==> src/rtl/tdc_coarse_stamper_if.sv <==
// Timestamp stream between the coarse stamper and its consumer.
//   ts_data  : head-of-FIFO coarse stamp (COUNTER_WIDTH bits)
//   ts_valid : a stamp is presented on ts_data
//   ts_ready : consumer takes ts_data when ts_valid is also high
// The master modport is the stamper and the slave modport is the readout side.
interface tdc_coarse_stamper_if #(
  parameter int COUNTER_WIDTH = 32
);
  logic [COUNTER_WIDTH-1:0] ts_data;
  logic                     ts_valid;
  logic                     ts_ready;

  modport master (output ts_data, output ts_valid, input ts_ready);
  modport slave  (input ts_data, input ts_valid, output ts_ready);
endinterface

==> src/rtl/tdc_coarse_stamper.sv <==
// Coarse timestamp capture for the synchronized hit signal (clk_input domain).
// A free-running coarse counter is latched on every qualified rising edge of
// event_sync into a first-word-fall-through FIFO. The FIFO is read out over a
// valid/ready stream. A hold-off window follows each recorded hit.
// Ports:
//   clk_input, reset (async, active-high)
//   enable        : hit capture enable
//   counter_clear : synchronous clear of the coarse counter
//   event_sync    : synchronized hit level
//   ts_if         : stamp stream (master side: ts_data, ts_valid out; ts_ready in)
//   rollover      : one-cycle pulse while the counter reads 0 after all-ones
//   fifo_level    : buffered stamp count
//   dropped_count : hits lost to a full FIFO, saturating at 0xFFFF
module tdc_coarse_stamper #(
  parameter int COUNTER_WIDTH  = 32,
  parameter int FIFO_DEPTH     = 8,
  parameter int HOLDOFF_CYCLES = 4
) (
  input  logic                               clk_input,
  input  logic                               reset,
  input  logic                               enable,
  input  logic                               counter_clear,
  input  logic                               event_sync,
  tdc_coarse_stamper_if.master               ts_if,
  output logic                               rollover,
  output logic [$clog2(FIFO_DEPTH+1)-1:0]    fifo_level,
  output logic [15:0]                        dropped_count
);

  localparam int AW = $clog2(FIFO_DEPTH);
  localparam int LW = $clog2(FIFO_DEPTH + 1);
  localparam int HW = (HOLDOFF_CYCLES > 1) ? $clog2(HOLDOFF_CYCLES) : 1;
  localparam logic [LW-1:0] FULL_LEVEL = LW'(FIFO_DEPTH);
  localparam logic [HW-1:0] HOLD_LOAD  = HW'((HOLDOFF_CYCLES > 0) ? (HOLDOFF_CYCLES - 1) : 0);

  typedef enum logic [0:0] {
    ST_ARMED   = 1'b0,
    ST_HOLDOFF = 1'b1
  } state_t;

  logic [COUNTER_WIDTH-1:0] counter_r;
  logic                     rollover_r;
  logic                     prev_r;
  state_t                   state_r, state_s;
  logic [HW-1:0]            hold_cnt_r, hold_cnt_s;
  logic [COUNTER_WIDTH-1:0] mem_r [FIFO_DEPTH];
  logic [AW-1:0]            wr_ptr_r, rd_ptr_r, rd_next_s;
  logic [LW-1:0]            level_r, level_s;
  logic [COUNTER_WIDTH-1:0] head_r, head_s;
  logic                     valid_r;
  logic [15:0]              drop_cnt_r;

  logic hit_s, qualified_s, pop_s, push_s, drop_s;

  // Edge detection and push/pop qualification.
  assign hit_s       = event_sync & ~prev_r;
  assign qualified_s = hit_s & enable & (state_r == ST_ARMED);
  assign pop_s       = valid_r & ts_if.ts_ready;
  // A full FIFO still accepts the push when the head leaves in the same cycle.
  assign push_s      = qualified_s & ((level_r != FULL_LEVEL) | pop_s);
  assign drop_s      = qualified_s & ~push_s;
  assign rd_next_s   = rd_ptr_r + AW'(1);

  assign ts_if.ts_data  = head_r;
  assign ts_if.ts_valid = valid_r;
  assign rollover       = rollover_r;
  assign fifo_level     = level_r;
  assign dropped_count  = drop_cnt_r;

  // Coarse counter, wrap pulse and previous hit level.
  always_ff @(posedge clk_input or posedge reset) begin
    if (reset) begin
      counter_r  <= '0;
      rollover_r <= 1'b0;
      prev_r     <= 1'b1;
    end else begin
      if (counter_clear) begin
        counter_r <= '0;
      end else begin
        counter_r <= counter_r + COUNTER_WIDTH'(1);
      end
      // Registered so the pulse lines up with the cycle the counter reads 0.
      rollover_r <= ~counter_clear & (counter_r == {COUNTER_WIDTH{1'b1}});
      prev_r     <= event_sync;
    end
  end

  // Hold-off FSM next state.
  always_comb begin
    state_s    = state_r;
    hold_cnt_s = hold_cnt_r;
    case (state_r)
      ST_ARMED: begin
        if (qualified_s && (HOLDOFF_CYCLES > 0)) begin
          state_s    = ST_HOLDOFF;
          hold_cnt_s = HOLD_LOAD;
        end else begin
          state_s    = ST_ARMED;
        end
      end
      ST_HOLDOFF: begin
        if (hold_cnt_r == '0) begin
          state_s    = ST_ARMED;
        end else begin
          hold_cnt_s = hold_cnt_r - HW'(1);
        end
      end
      default: begin
        state_s    = ST_ARMED;
        hold_cnt_s = '0;
      end
    endcase
  end

  // Hold-off FSM state register.
  always_ff @(posedge clk_input or posedge reset) begin
    if (reset) begin
      state_r    <= ST_ARMED;
      hold_cnt_r <= '0;
    end else begin
      state_r    <= state_s;
      hold_cnt_r <= hold_cnt_s;
    end
  end

  // Next head-of-FIFO value and occupancy.
  always_comb begin
    head_s = head_r;
    if (pop_s) begin
      if (level_r > LW'(1)) begin
        // Entry behind the head was written in an earlier cycle.
        head_s = mem_r[rd_next_s];
      end else if (push_s) begin
        head_s = counter_r;
      end else begin
        head_s = head_r;
      end
    end else if (push_s && (level_r == '0)) begin
      head_s = counter_r;
    end else begin
      head_s = head_r;
    end

    case ({push_s, pop_s})
      2'b10:   level_s = level_r + LW'(1);
      2'b01:   level_s = level_r - LW'(1);
      default: level_s = level_r;
    endcase
  end

  // Stamp storage; contents become meaningless once the pointers reset.
  always_ff @(posedge clk_input) begin
    if (push_s) begin
      mem_r[wr_ptr_r] <= counter_r;
    end
  end

  // FIFO pointers, registered stream outputs and drop accounting.
  always_ff @(posedge clk_input or posedge reset) begin
    if (reset) begin
      wr_ptr_r   <= '0;
      rd_ptr_r   <= '0;
      level_r    <= '0;
      head_r     <= '0;
      valid_r    <= 1'b0;
      drop_cnt_r <= 16'h0000;
    end else begin
      if (push_s) begin
        wr_ptr_r <= wr_ptr_r + AW'(1);
      end
      if (pop_s) begin
        rd_ptr_r <= rd_next_s;
      end
      level_r <= level_s;
      head_r  <= head_s;
      valid_r <= (level_s != '0);
      if (drop_s && (drop_cnt_r != 16'hFFFF)) begin
        drop_cnt_r <= drop_cnt_r + 16'h0001;
      end
    end
  end

endmodule

==> src/flat_wrapper.sv <==
// flat-port wrapper written by rule: the top's interface ports become plain ports
module tdc_coarse_stamper_flat 
#(
  parameter int COUNTER_WIDTH  = 32,
  parameter int FIFO_DEPTH     = 8,
  parameter int HOLDOFF_CYCLES = 4
)
  (clk_input, reset, enable, counter_clear, event_sync, rollover, fifo_level, dropped_count, ts_if_ts_data, ts_if_ts_valid, ts_if_ts_ready);
  tdc_coarse_stamper_if #(.COUNTER_WIDTH(COUNTER_WIDTH)) ts_if_i ();
  input  logic clk_input;
  input  logic reset;
  input  logic enable;
  input  logic counter_clear;
  input  logic event_sync;
  output logic rollover;
  output logic [$clog2(FIFO_DEPTH+1)-1:0] fifo_level;
  output logic [15:0] dropped_count;
  output wire logic [$bits(ts_if_i.ts_data)-1:0] ts_if_ts_data;
  output wire logic [$bits(ts_if_i.ts_valid)-1:0] ts_if_ts_valid;
  input wire logic [$bits(ts_if_i.ts_ready)-1:0] ts_if_ts_ready;
  assign ts_if_ts_data = ts_if_i.ts_data;
  assign ts_if_ts_valid = ts_if_i.ts_valid;
  assign ts_if_i.ts_ready = ts_if_ts_ready;
  tdc_coarse_stamper #(.COUNTER_WIDTH(COUNTER_WIDTH), .FIFO_DEPTH(FIFO_DEPTH), .HOLDOFF_CYCLES(HOLDOFF_CYCLES)) u_core (.clk_input(clk_input), .reset(reset), .enable(enable), .counter_clear(counter_clear), .event_sync(event_sync), .ts_if(ts_if_i), .rollover(rollover), .fifo_level(fifo_level), .dropped_count(dropped_count));
endmodule
==> config.mk <==
export PLATFORM = sky130hd
export DESIGN_NAME = tdc_coarse_stamper_flat
export DESIGN_NICKNAME = d
export VERILOG_FILES = /design/src/rtl/tdc_coarse_stamper_if.sv /design/src/rtl/tdc_coarse_stamper.sv /design/src/flat_wrapper.sv
export SDC_FILE = /design/constraint.sdc
export NUM_CORES = 1
export LEC_CHECK = 0
export CELL_PAD_IN_SITES_DETAIL_PLACEMENT = 1
export CELL_PAD_IN_SITES_GLOBAL_PLACEMENT = 1
export CORE_ASPECT_RATIO = 0.9
export CORE_MARGIN = 8
export CORE_UTILIZATION = 51
export CTS_BUF_LIST = sky130_fd_sc_hd__clkbuf_16
export DETAILED_ROUTE_END_ITERATION = 12
export PLACE_DENSITY_LB_ADDON = 0.3
export SLEW_MARGIN = 20
export SYNTH_ARGS = -nofsm -noshare
export SYNTH_HDL_FRONTEND = slang
export SYNTH_SLANG_ARGS = --single-unit
==> constraint.sdc <==
create_clock -name clk_input -period 4.3 [get_ports clk_input]
set_input_delay 0.86 -clock clk_input [delete_from_list [all_inputs] [get_ports clk_input]]
set_output_delay 0.86 -clock clk_input [all_outputs]
set_load 0.05 [all_outputs]
==> results.txt, run 1 <==
yosys + openroad results -> ClkCell Share 6.96%, yosys xor share 2.99%, overall die height 175 µm, Main logic family simple AND/OR/NAND/NOR gates, Overflow after GRT 0, status completed, Min-Delay Path Depth 1, yosys simple share a little under a tenth, # Max-Cap Violations 0, initial antenna violation count 0, Seq/total area between 60% and 70%, Post-synth EDFFs about 260, Synth mux share a little under a tenth, CTS tree yes, endpoints failing setup 0, Max VDD drop about 0.70 mV, post-layout total power approximately 0.012 W, initial drt markers ~590, CLK BUF 39, floorplan core density about half, crit path to u_core.mem_r[5][22]$_DFFE_PP_, Max-Slew Margin vs Limit between 40% and 50%, Critical Path Source event_sync, largest net degree at the start of global routing 80, nonclk inv count 9, cts hold-fix bufs 0, Detail Route Antenna Nets 0, multi-input gates 574, Non-Filler Instances 1,443, fin nets roughly 1,100, Internal Power roughly 0.0074 W, Worst Hold Endpoint u_core.hold_cnt_r[0]$_DFFE_PP0P_, post-synth area from yosys stat ~14,000 µm², Area growth syn-to-layout 16.0%, DRC viols 0, sequential power share a little over a third, buffering overhead slightly below 5%, clk_lat worst skew approximately 520 ps, Pleak between 6 and 7 nW, Comb power about 0.0046 W, Cell area leaders edfxtp_1 (54%), dfrtp_1 (17%), mux2i_1 (8.9%), bufs w/o clock 80, max-slew violations 0, ys flop type edfxtp_1, Worst R2R End u_core.mem_r[5][22]$_DFFE_PP_
run 1: layer usage:
metal / share of wire, % / GRT usage, % / vias to the layer above
met2: 51 / 36.4 / 232
met5: 0 / 0 / -
met1: 43 / 28.8 / 4537
met3: 5.0 / 3.13 / 43
li1: - / - / 3847
met4: 1.3 / 4.83 / 0
run 1: cells in the mapped netlist, types with 7 or more instances:
library cell / n
edfxtp_1: 256
mux2i_1: 128
dfrtp_1: 95
nor2_1: 84
a22oi_1: 64
nand2_1: 64
nand3_1: 58
a31oi_1: 33
clkbuf_1: 31
xor2_1: 27
xnor2_1: 22
buf_2: 19
nand4_1: 18
and3_1: 9
ha_1: 9
inv_1: 9
nor3_1: 8
a21oi_1: 7
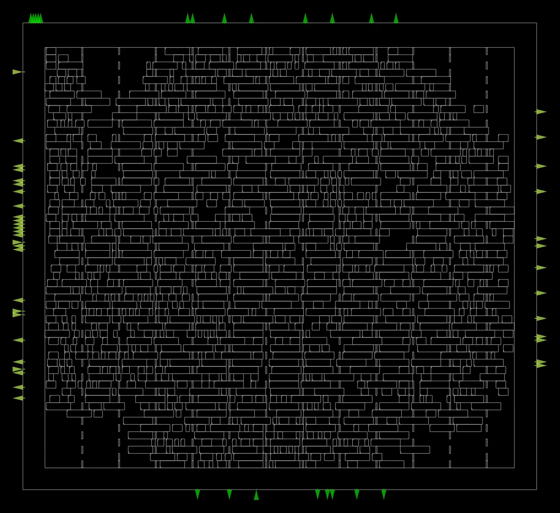
(run_1/placement.png)
Core ar.: 27,800 µm²
Tap Cells: 360

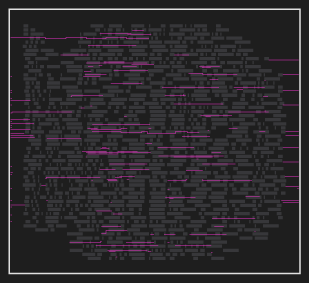
(run_1/layer_met3.png)
Scale: 1.5 px per µm. Cells faint in the background.
nets with wire on the layer: 96
share of all routed wire: 5.0%
wire length on this layer: 1,780 µm
longest straight run: 43.2 µm
met3 Use GR: 3.13%
Via Count: 8,659

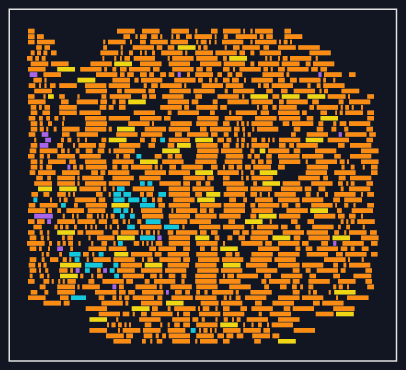
(run_1/sizes.png)
Scale: 2 px per µm.
legend:
  _6 and larger:
    colour: yellow
    cells: 48
    share: 4.4%
    most_used: clkbuf_16
  _2 cells:
    colour: purple
    cells: 17
    share: 1.6%
    most_used: clkinv_2
  _3 and _4 cells:
    colour: cyan
    cells: 33
    share: 3.0%
    most_used: buf_4
  _0 and _1 cells:
    colour: orange
    cells: 985
    share: 91%
    most_used: edfxtp_1

## Run 2: what changed since run 1
- CORE_UTILIZATION: 51 -> 46
- clock period: 4.3 -> 2.7 ns (I/O delays scaled with it)
==> results.txt, run 2 <==
yosys + openroad results -> status completed, Worst R2R End u_core.mem_r[0][31]$_DFFE_PP_, post-layout total power ~0.019 W, total buffers and inverters traversed by the critical path 3, Area after DPL between 15,000 and 20,000 µm², Critical Path Source u_core.fifo_level[0]$_DFF_PP0_, floorplan core density 46.5%, post-synth area from yosys stat about 14,000 µm², Via Count roughly 8,700, max-slew violations 0, reg2reg path depth 8, met3 WL post-DR approximately 2 mm, initial drt markers about 690, final hold violation count 0, Cell area leaders edfxtp_1 (54%), dfrtp_1 (17%), mux2i_1 (8.9%), initial antenna violation count 0, PostCTS Resize Cnt 0, yosys simple share a little under a tenth, WL met2 approximately 17 mm, endpoints failing setup 0, Internal Power about 0.012 W, Main logic family simple AND/OR/NAND/NOR gates, ys flop type edfxtp_1, met1 track utilization from global routing a little over a quarter, PnR worst setup slack ~140 ps, clk_lat worst skew about 530 ps, Synth mux share a little under a tenth, Detail Route Antenna Nets 0, uppermost layer routed met4, Commonest cells post-synth edfxtp_1 (256), mux2i_1 (128), dfrtp_1 (95), nor2_1 (84), crit path to u_core.mem_r[0][31]$_DFFE_PP_, metal1 wirelength ~17 mm, met3 Use GR under 10%, DRC viols 0, # Max-Cap Violations 0, Placement Setup Slack about 21 ps, dpl hpwl 23.2 mm, post-layout min period between 2000 and 3000 ps, clock skew around 15 ps, Synth Cell Area between 10,000 and 15,000 µm², largest net degree at the start of global routing 65, Overflow after GRT 0, Yosys top cell by instances edfxtp_1, sequential power share about 34%, Slew @ Worst Pin between 600 and 700 ps, Area growth syn-to-layout 19.1%, CTS sink count about 350, overall die height around 180 µm, Top cell excl fill/tap edfxtp_1, # Cells Yosys ~990, Post-synth EDFFs approximately 260, Inst Count DP 1,458, Pleak 6.45 nW, Clock Power Share between 20% and 30%, busiest layer in global routing met2, Port Buf Inserts between 50 and 60, Setup crit end kind flop, cts hold-fix bufs 0, asr flop ratio synth between 20% and 30%, Max VDD drop about 0.9 mV, Max-Slew Margin vs Limit 59.7%, met2 Track Usage GR 32.3%, Synth area leader edfxtp_1, fin crit share a little over nine tenths, io pins approximately 60, Core ar. about 31,000 µm², Non-Filler Instances about 1,500, yosys xor share between 2 and 3%, fin nets 1,103, CTS tree yes
run 2: cell type report:
type / instances / area, µm² / area share, %
sequential: 352 / 10100 / 59.0
clock buffer: 39 / 976 / 5.71
tap: 409 / 512 / 2.99
multi-input combinational: 574 / 4110 / 24.0
timing repair buffer: 114 / 1250 / 7.33
clock inverter: 27 / 123 / 0.717
inverter: 9 / 37.5 / 0.220
run 2: power by group through the flow:
| stage | Sequential (W) | Clock, W | Combinational, W |
|---|---|---|---|
| floorplan | 0.00765 | 0 | 0.00428 |
| global placement | 0.00669 | 0 | 0.00775 |
| detailed placement | 0.00672 | 0 | 0.00795 |
| CTS | 0.00662 | 0.00479 | 0.00801 |
| global route | 0.00667 | 0.00495 | 0.00848 |
| finish | 0.00660 | 0.00466 | 0.00797 |
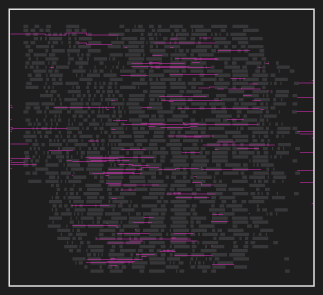
(run_2/layer_met3.png)
Scale: 1.5 px per µm. Cells faint in the background.
share of all routed wire: 5.4%
main direction: horizontal

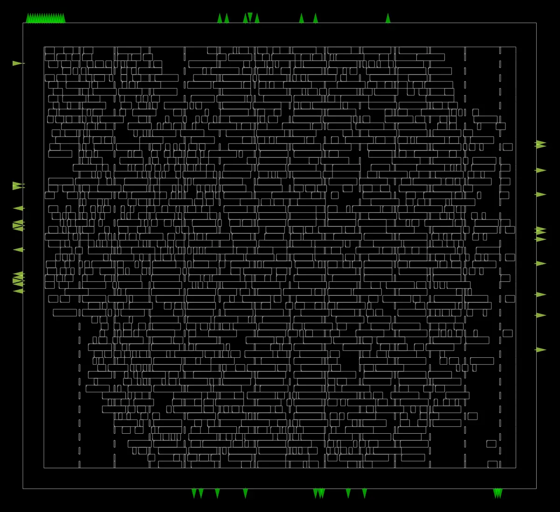
(run_2/placement.png)
# rows: 61
Tap Cells: 409
Util after Layout: 55.4%

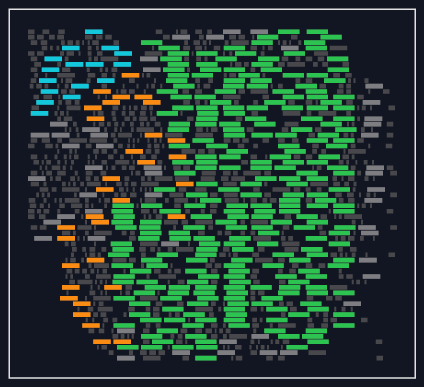
(run_2/flops_by_reg.png)
Scale: 2 px per µm. Other sequential cells in the stronger grey, the rest of the logic in the fainter grey.
legend:
  u_core.counter_r:
    colour: orange
    flops: 32
  u_core.dropped_count:
    colour: cyan
    flops: 16
    where: top left
  u_core.mem_r:
    colour: green
    flops: 256
not coloured: 48
area occupied by registers: 10,100 µm²
Seq/total area: 59.0%

Power is estimated from default activity; no workload was simulated.
